[config.mk]
export PLATFORM = sky130hd
export DESIGN_NAME = mc_ctrl
export DESIGN_NICKNAME = d
export VERILOG_FILES = /design/src/rtl/mc_ctrl.sv
export SDC_FILE = /design/constraint.sdc
export NUM_CORES = 1
export LEC_CHECK = 0
export CORE_AREA = 8 8 61 48
export CTS_CLUSTER_SIZE = 25
export DETAILED_ROUTE_END_ITERATION = 16
export DIE_AREA = 0 0 69 56
export PLACE_DENSITY = 0.64
export SLEW_MARGIN = 20
export SYNTH_ARGS = -nofsm -noshare
export SYNTH_HDL_FRONTEND = slang
export SYNTH_SLANG_ARGS = --single-unit
export TNS_END_PERCENT = 100
[constraint.sdc]
create_clock -name clk -period 7.2 [get_ports clk]
set_input_delay 1.8 -clock clk [delete_from_list [all_inputs] [get_ports clk]]
set_output_delay 1.8 -clock clk [all_outputs]
set_load 0.03 [all_outputs]
[src/rtl/mc_ctrl.sv]
// -----------------------------------------------------------------------------
// mc_ctrl -- multi-cycle main controller for the MIPS datapath.
//
// Sequences each instruction through IF/ID/EX/MEM/WB and drives every datapath
// write enable and mux select. The state is registered. The enables and
// selects are decoded combinationally from the current state, op, funct and
// zero. While reset is high, every enable and select is forced to 0.
//
// Ports:
//   clk        in   clock, rising edge
//   reset      in   synchronous, active-high
//   op[5:0]    in   IR[31:26], stable from ID onward
//   funct[5:0] in   IR[5:0]
//   zero       in   ALU equality flag, used only by beq in EX
//   mem_ready  in   data memory completes the access this cycle (MEM only)
//   pc_we, ir_we, reg_we, mem_re, mem_we              out  enables
//   ext_op, alu_src, alu_op[2:0], reg_dst[1:0],
//   wd_sel[1:0], npc_sel[1:0]                         out  datapath selects
//   state[2:0] out  current state (IF=0 ID=1 EX=2 MEM=3 WB=4)
//   illegal    out  one-cycle pulse in ID on an undecoded instruction
//
// Optional feature macro: MC_CTRL_PERF_EN
//   This macro adds the instr_cnt[31:0] output, which counts retired legal
//   instructions. It also adds the stall_cnt[31:0] output, which counts MEM
//   wait cycles.
// -----------------------------------------------------------------------------
module mc_ctrl (
  input  logic        clk,
  input  logic        reset,
  input  logic [5:0]  op,
  input  logic [5:0]  funct,
  input  logic        zero,
  input  logic        mem_ready,
  output logic        pc_we,
  output logic        ir_we,
  output logic        reg_we,
  output logic        mem_re,
  output logic        mem_we,
  output logic        ext_op,
  output logic        alu_src,
  output logic [2:0]  alu_op,
  output logic [1:0]  reg_dst,
  output logic [1:0]  wd_sel,
  output logic [1:0]  npc_sel,
  output logic [2:0]  state,
  output logic        illegal
`ifdef MC_CTRL_PERF_EN
  ,
  output logic [31:0] instr_cnt,
  output logic [31:0] stall_cnt
`endif
);

  typedef enum logic [2:0] {
    S_IF  = 3'd0,
    S_ID  = 3'd1,
    S_EX  = 3'd2,
    S_MEM = 3'd3,
    S_WB  = 3'd4
  } state_e;

  localparam logic [5:0] OP_RTYPE = 6'b000000;
  localparam logic [5:0] OP_ORI   = 6'b001101;
  localparam logic [5:0] OP_LUI   = 6'b001111;
  localparam logic [5:0] OP_LW    = 6'b100011;
  localparam logic [5:0] OP_SW    = 6'b101011;
  localparam logic [5:0] OP_BEQ   = 6'b000100;
  localparam logic [5:0] OP_J     = 6'b000010;
  localparam logic [5:0] OP_JAL   = 6'b000011;
  localparam logic [5:0] FN_ADDU  = 6'b100001;
  localparam logic [5:0] FN_SUBU  = 6'b100011;
  localparam logic [5:0] FN_JR    = 6'b001000;
  localparam logic [5:0] FN_NOP   = 6'b000000;

  state_e     state_q, state_d;
  logic       is_rtype_s, is_addu_s, is_subu_s, is_jr_s, is_nop_s;
  logic       is_ori_s, is_lui_s, is_lw_s, is_sw_s, is_beq_s, is_j_s, is_jal_s;
  logic       legal_s, ext_sel_s, alu_src_sel_s;
  logic [2:0] alu_op_sel_s;

  assign state = state_q;

  // Instruction decode and the selects that depend only on the instruction.
  always_comb begin
    is_rtype_s = (op == OP_RTYPE);
    is_addu_s  = is_rtype_s && (funct == FN_ADDU);
    is_subu_s  = is_rtype_s && (funct == FN_SUBU);
    is_jr_s    = is_rtype_s && (funct == FN_JR);
    is_nop_s   = is_rtype_s && (funct == FN_NOP);
    is_ori_s   = (op == OP_ORI);
    is_lui_s   = (op == OP_LUI);
    is_lw_s    = (op == OP_LW);
    is_sw_s    = (op == OP_SW);
    is_beq_s   = (op == OP_BEQ);
    is_j_s     = (op == OP_J);
    is_jal_s   = (op == OP_JAL);
    legal_s    = is_addu_s | is_subu_s | is_jr_s | is_nop_s | is_ori_s | is_lui_s |
                 is_lw_s | is_sw_s | is_beq_s | is_j_s | is_jal_s;
    ext_sel_s     = is_ori_s | is_lui_s;
    alu_src_sel_s = is_ori_s | is_lui_s | is_lw_s | is_sw_s;
    if (is_subu_s || is_beq_s) begin
      alu_op_sel_s = 3'd1;
    end else if (is_ori_s) begin
      alu_op_sel_s = 3'd2;
    end else if (is_lui_s) begin
      alu_op_sel_s = 3'd3;
    end else begin
      alu_op_sel_s = 3'd0;
    end
  end

  // Enables and selects for the current state. All of them are 0 while reset is high.
  always_comb begin
    pc_we   = 1'b0;
    ir_we   = 1'b0;
    reg_we  = 1'b0;
    mem_re  = 1'b0;
    mem_we  = 1'b0;
    ext_op  = 1'b0;
    alu_src = 1'b0;
    alu_op  = 3'd0;
    reg_dst = 2'd0;
    wd_sel  = 2'd0;
    npc_sel = 2'd0;
    illegal = 1'b0;
    if (!reset) begin
      // The instruction selects stay valid from ID through WB.
      if (state_q != S_IF) begin
        ext_op  = ext_sel_s;
        alu_src = alu_src_sel_s;
        alu_op  = alu_op_sel_s;
      end else begin
        ir_we = 1'b1;
        pc_we = 1'b1;
      end
      case (state_q)
        S_ID: begin
          if (is_j_s || is_jal_s) begin
            pc_we   = 1'b1;
            npc_sel = 2'd2;
          end else if (is_jr_s) begin
            pc_we   = 1'b1;
            npc_sel = 2'd3;
          end else begin
            pc_we   = 1'b0;
          end
          illegal = !legal_s;
        end
        S_EX: begin
          if (is_beq_s) begin
            pc_we   = zero;
            npc_sel = 2'd1;
          end else begin
            pc_we   = 1'b0;
          end
        end
        S_MEM: begin
          mem_re = is_lw_s;
          mem_we = is_sw_s;
        end
        S_WB: begin
          reg_we = 1'b1;
          if (is_jal_s) begin
            reg_dst = 2'd2;
            wd_sel  = 2'd2;
          end else if (is_rtype_s) begin
            reg_dst = 2'd1;
          end else begin
            reg_dst = 2'd0;
            wd_sel  = is_lw_s ? 2'd1 : 2'd0;
          end
        end
        default: begin
          npc_sel = 2'd0;
        end
      endcase
    end else begin
      illegal = 1'b0;
    end
  end

  // Next-state sequencing per instruction path.
  always_comb begin
    state_d = state_q;
    case (state_q)
      S_IF: state_d = S_ID;
      S_ID: begin
        if (is_j_s || is_jr_s || is_nop_s || !legal_s) begin
          state_d = S_IF;
        end else if (is_jal_s) begin
          state_d = S_WB;
        end else begin
          state_d = S_EX;
        end
      end
      S_EX: begin
        if (is_beq_s) begin
          state_d = S_IF;
        end else if (is_lw_s || is_sw_s) begin
          state_d = S_MEM;
        end else begin
          state_d = S_WB;
        end
      end
      S_MEM: begin
        // An opcode other than lw/sw cannot reach MEM. If one does, the state recovers to IF.
        if (!(is_lw_s || is_sw_s)) begin
          state_d = S_IF;
        end else if (mem_ready) begin
          state_d = is_lw_s ? S_WB : S_IF;
        end else begin
          state_d = S_MEM;
        end
      end
      S_WB:    state_d = S_IF;
      default: state_d = S_IF;
    endcase
  end

  // State register; reset forces IF and abandons any instruction in flight.
  always_ff @(posedge clk) begin
    if (reset) begin
      state_q <= S_IF;
    end else begin
      state_q <= state_d;
    end
  end

`ifdef MC_CTRL_PERF_EN
  logic [31:0] instr_cnt_q, instr_cnt_d, stall_cnt_q, stall_cnt_d;

  assign instr_cnt = instr_cnt_q;
  assign stall_cnt = stall_cnt_q;

  // A legal instruction retires when the state returns to IF. An illegal instruction leaves through ID and is not counted.
  always_comb begin
    instr_cnt_d = instr_cnt_q;
    stall_cnt_d = stall_cnt_q;
    if ((state_q != S_IF) && (state_d == S_IF) && !((state_q == S_ID) && !legal_s)) begin
      instr_cnt_d = instr_cnt_q + 32'd1;
    end else begin
      instr_cnt_d = instr_cnt_q;
    end
    if ((state_q == S_MEM) && !mem_ready) begin
      stall_cnt_d = stall_cnt_q + 32'd1;
    end else begin
      stall_cnt_d = stall_cnt_q;
    end
  end

  // Performance counter registers, wrapping modulo 2^32.
  always_ff @(posedge clk) begin
    if (reset) begin
      instr_cnt_q <= 32'd0;
      stall_cnt_q <= 32'd0;
    end else begin
      instr_cnt_q <= instr_cnt_d;
      stall_cnt_q <= stall_cnt_d;
    end
  end
`endif

endmodule

met1.png
Bar = 20 µm.
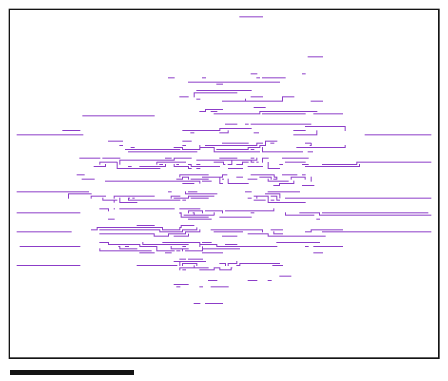
nets with wire on the layer: 110
share of all routed wire: 48%
via count: 738
overall routed net length: 1950 µm
met1 Track Usage GR: 11.9%

met2.png
Bar = 20 µm. Cells faint in the background.
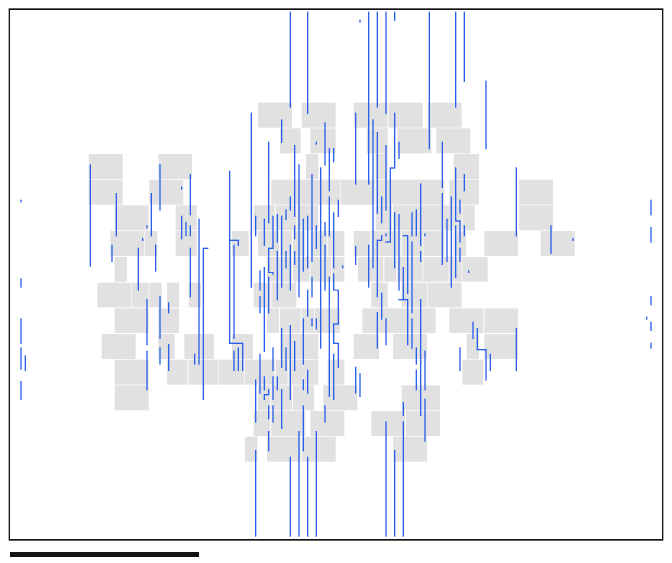
longest straight run: 19.0 µm
share of all routed wire: 43%
met2 Usage GRT: 13.8%

-- layout make-up --
type / count / area (µm²) / share of cell area (%)
clock buffers: 4 / 26.3 / 2.97
flip-flops and latches: 3 / 60.1 / 6.79
repair buffers: 34 / 340 / 38.5
inverters: 5 / 18.8 / 2.12
multi-input cells: 64 / 409 / 46.3
well taps: 24 / 30.0 / 3.39
-- per-stage QoR --
stage / hold slack, ns / instance area [µm²] / power (mW) / utilization, %
final: 0.706 / 885 / 0.0832 / 44.3
after global routing: 0.769 / 885 / 0.0894 / 44.3
after CTS: 0.709 / 885 / 0.0840 / 44.3
after detailed placement: 0.702 / 858 / 0.0523 / 43.0
after global placement: 0.695 / 858 / 0.0521 / 43.0
after floorplan: 0.766 / 538 / 0.0379 / -
-- how the worst max path moves through the flow --
stage	endpoint	from	cells after the start	slack, ns
CTS	pc_we	op[1]	6	1.09
finish	pc_we	op[1]	6	1.11
floorplan	alu_op[0]	op[4]	3	1.95
global placement	pc_we	op[1]	6	1.12
detailed placement	pc_we	op[1]	6	1.10
global route	pc_we	op[1]	6	0.95
-- worst min-delay path: cells and delay by family, from the launching register on --
kind             cells  cell delay, ns
AND-OR/OR-AND        1            0.05
AND/OR/NAND/NOR      1            0.16
flip-flops           1            0.44
-- per-layer routing --
metal / global-route usage [%] / vias up / share of wire (%)
met4: 4.37 / 0 / 1.8
met1: 11.9 / 350 / 48
met3: 3.57 / 4 / 7.0
met5: 0 / - / 0
met2: 13.8 / 28 / 43
li1: - / 356 / -
-- power by group --
part	leakage [nW]	internal [mW]	switching, mW
combinational	0.260	0.0158	0.0177
clock	0.0150	0.0209	0.0103
sequential	0.0245	0.0174	0.00121
==> impl_metrics.csv <==
group,metric,value,unit
floorplan,die-area,3860,µm²
floorplan,chipHeight,56,µm
final_timing,worst_pin_slew,0.605,ns
setup_path,critical_path_class,"input pin to output pin",
placed_design,gp_congestion,0.810,
placed_design,dp_hpwl,1580,µm
floorplan,die_w,69,µm
floorplan,initial_core_util,26.9,%
placed_design,pre_cts_ws,1.10,ns
logic_synthesis,async_flop_share,0,%
final_timing,fmax,0.164,GHz
logic_synthesis,yosysSeqAreaShare,11.2,%
final_layout,antenna_cells,0,
final_timing,rsz0062_at_grt,"no",
cts,cts_tree,"done",
final_layout,mostFrequentLayoutCells,"34 x clkdlybuf4s50_1, 7 x nor2_1, 6 x nand3_1, 6 x nand2_1",
final_layout,fillers,220,
final_layout,largest_reg_flops,3,
min_path,worstHoldPathCells,2,
logic_synthesis,synth-edff-count,0,
detailed_routing,antenna_left,0,
setup_path,worst-path-buf-inv,2,
power_and_ir_drop,vdd_drop_max,0.0518,mV
placed_design,placed_cells,130,
cts,cts_root_buf,"clkbuf_4",
logic_synthesis,yosys_area,538,µm²
global_routing,grt_max_degree,11,
final_timing,relSlewSlack,58.7,%
cts,cts_made_buffers,3,
setup_path,crit_required,5.40,ns
final_timing,setup_violations,0,
logic_synthesis,synth_stat.cells,80,
floorplan,rows,14,
min_path,min_path_type,"flop to flop",
detailed_routing,drc,0,
outcome,status,"complete, no violations",
global_routing,gr-usage-all-layers,9.47,%
final_timing,finalHoldViolCount,0,
logic_synthesis,area_leaders,"dfxtp_1 11%, nor4_1 5.8%, nand3_1 5.6%",
Power is estimated from default activity; no workload was simulated.
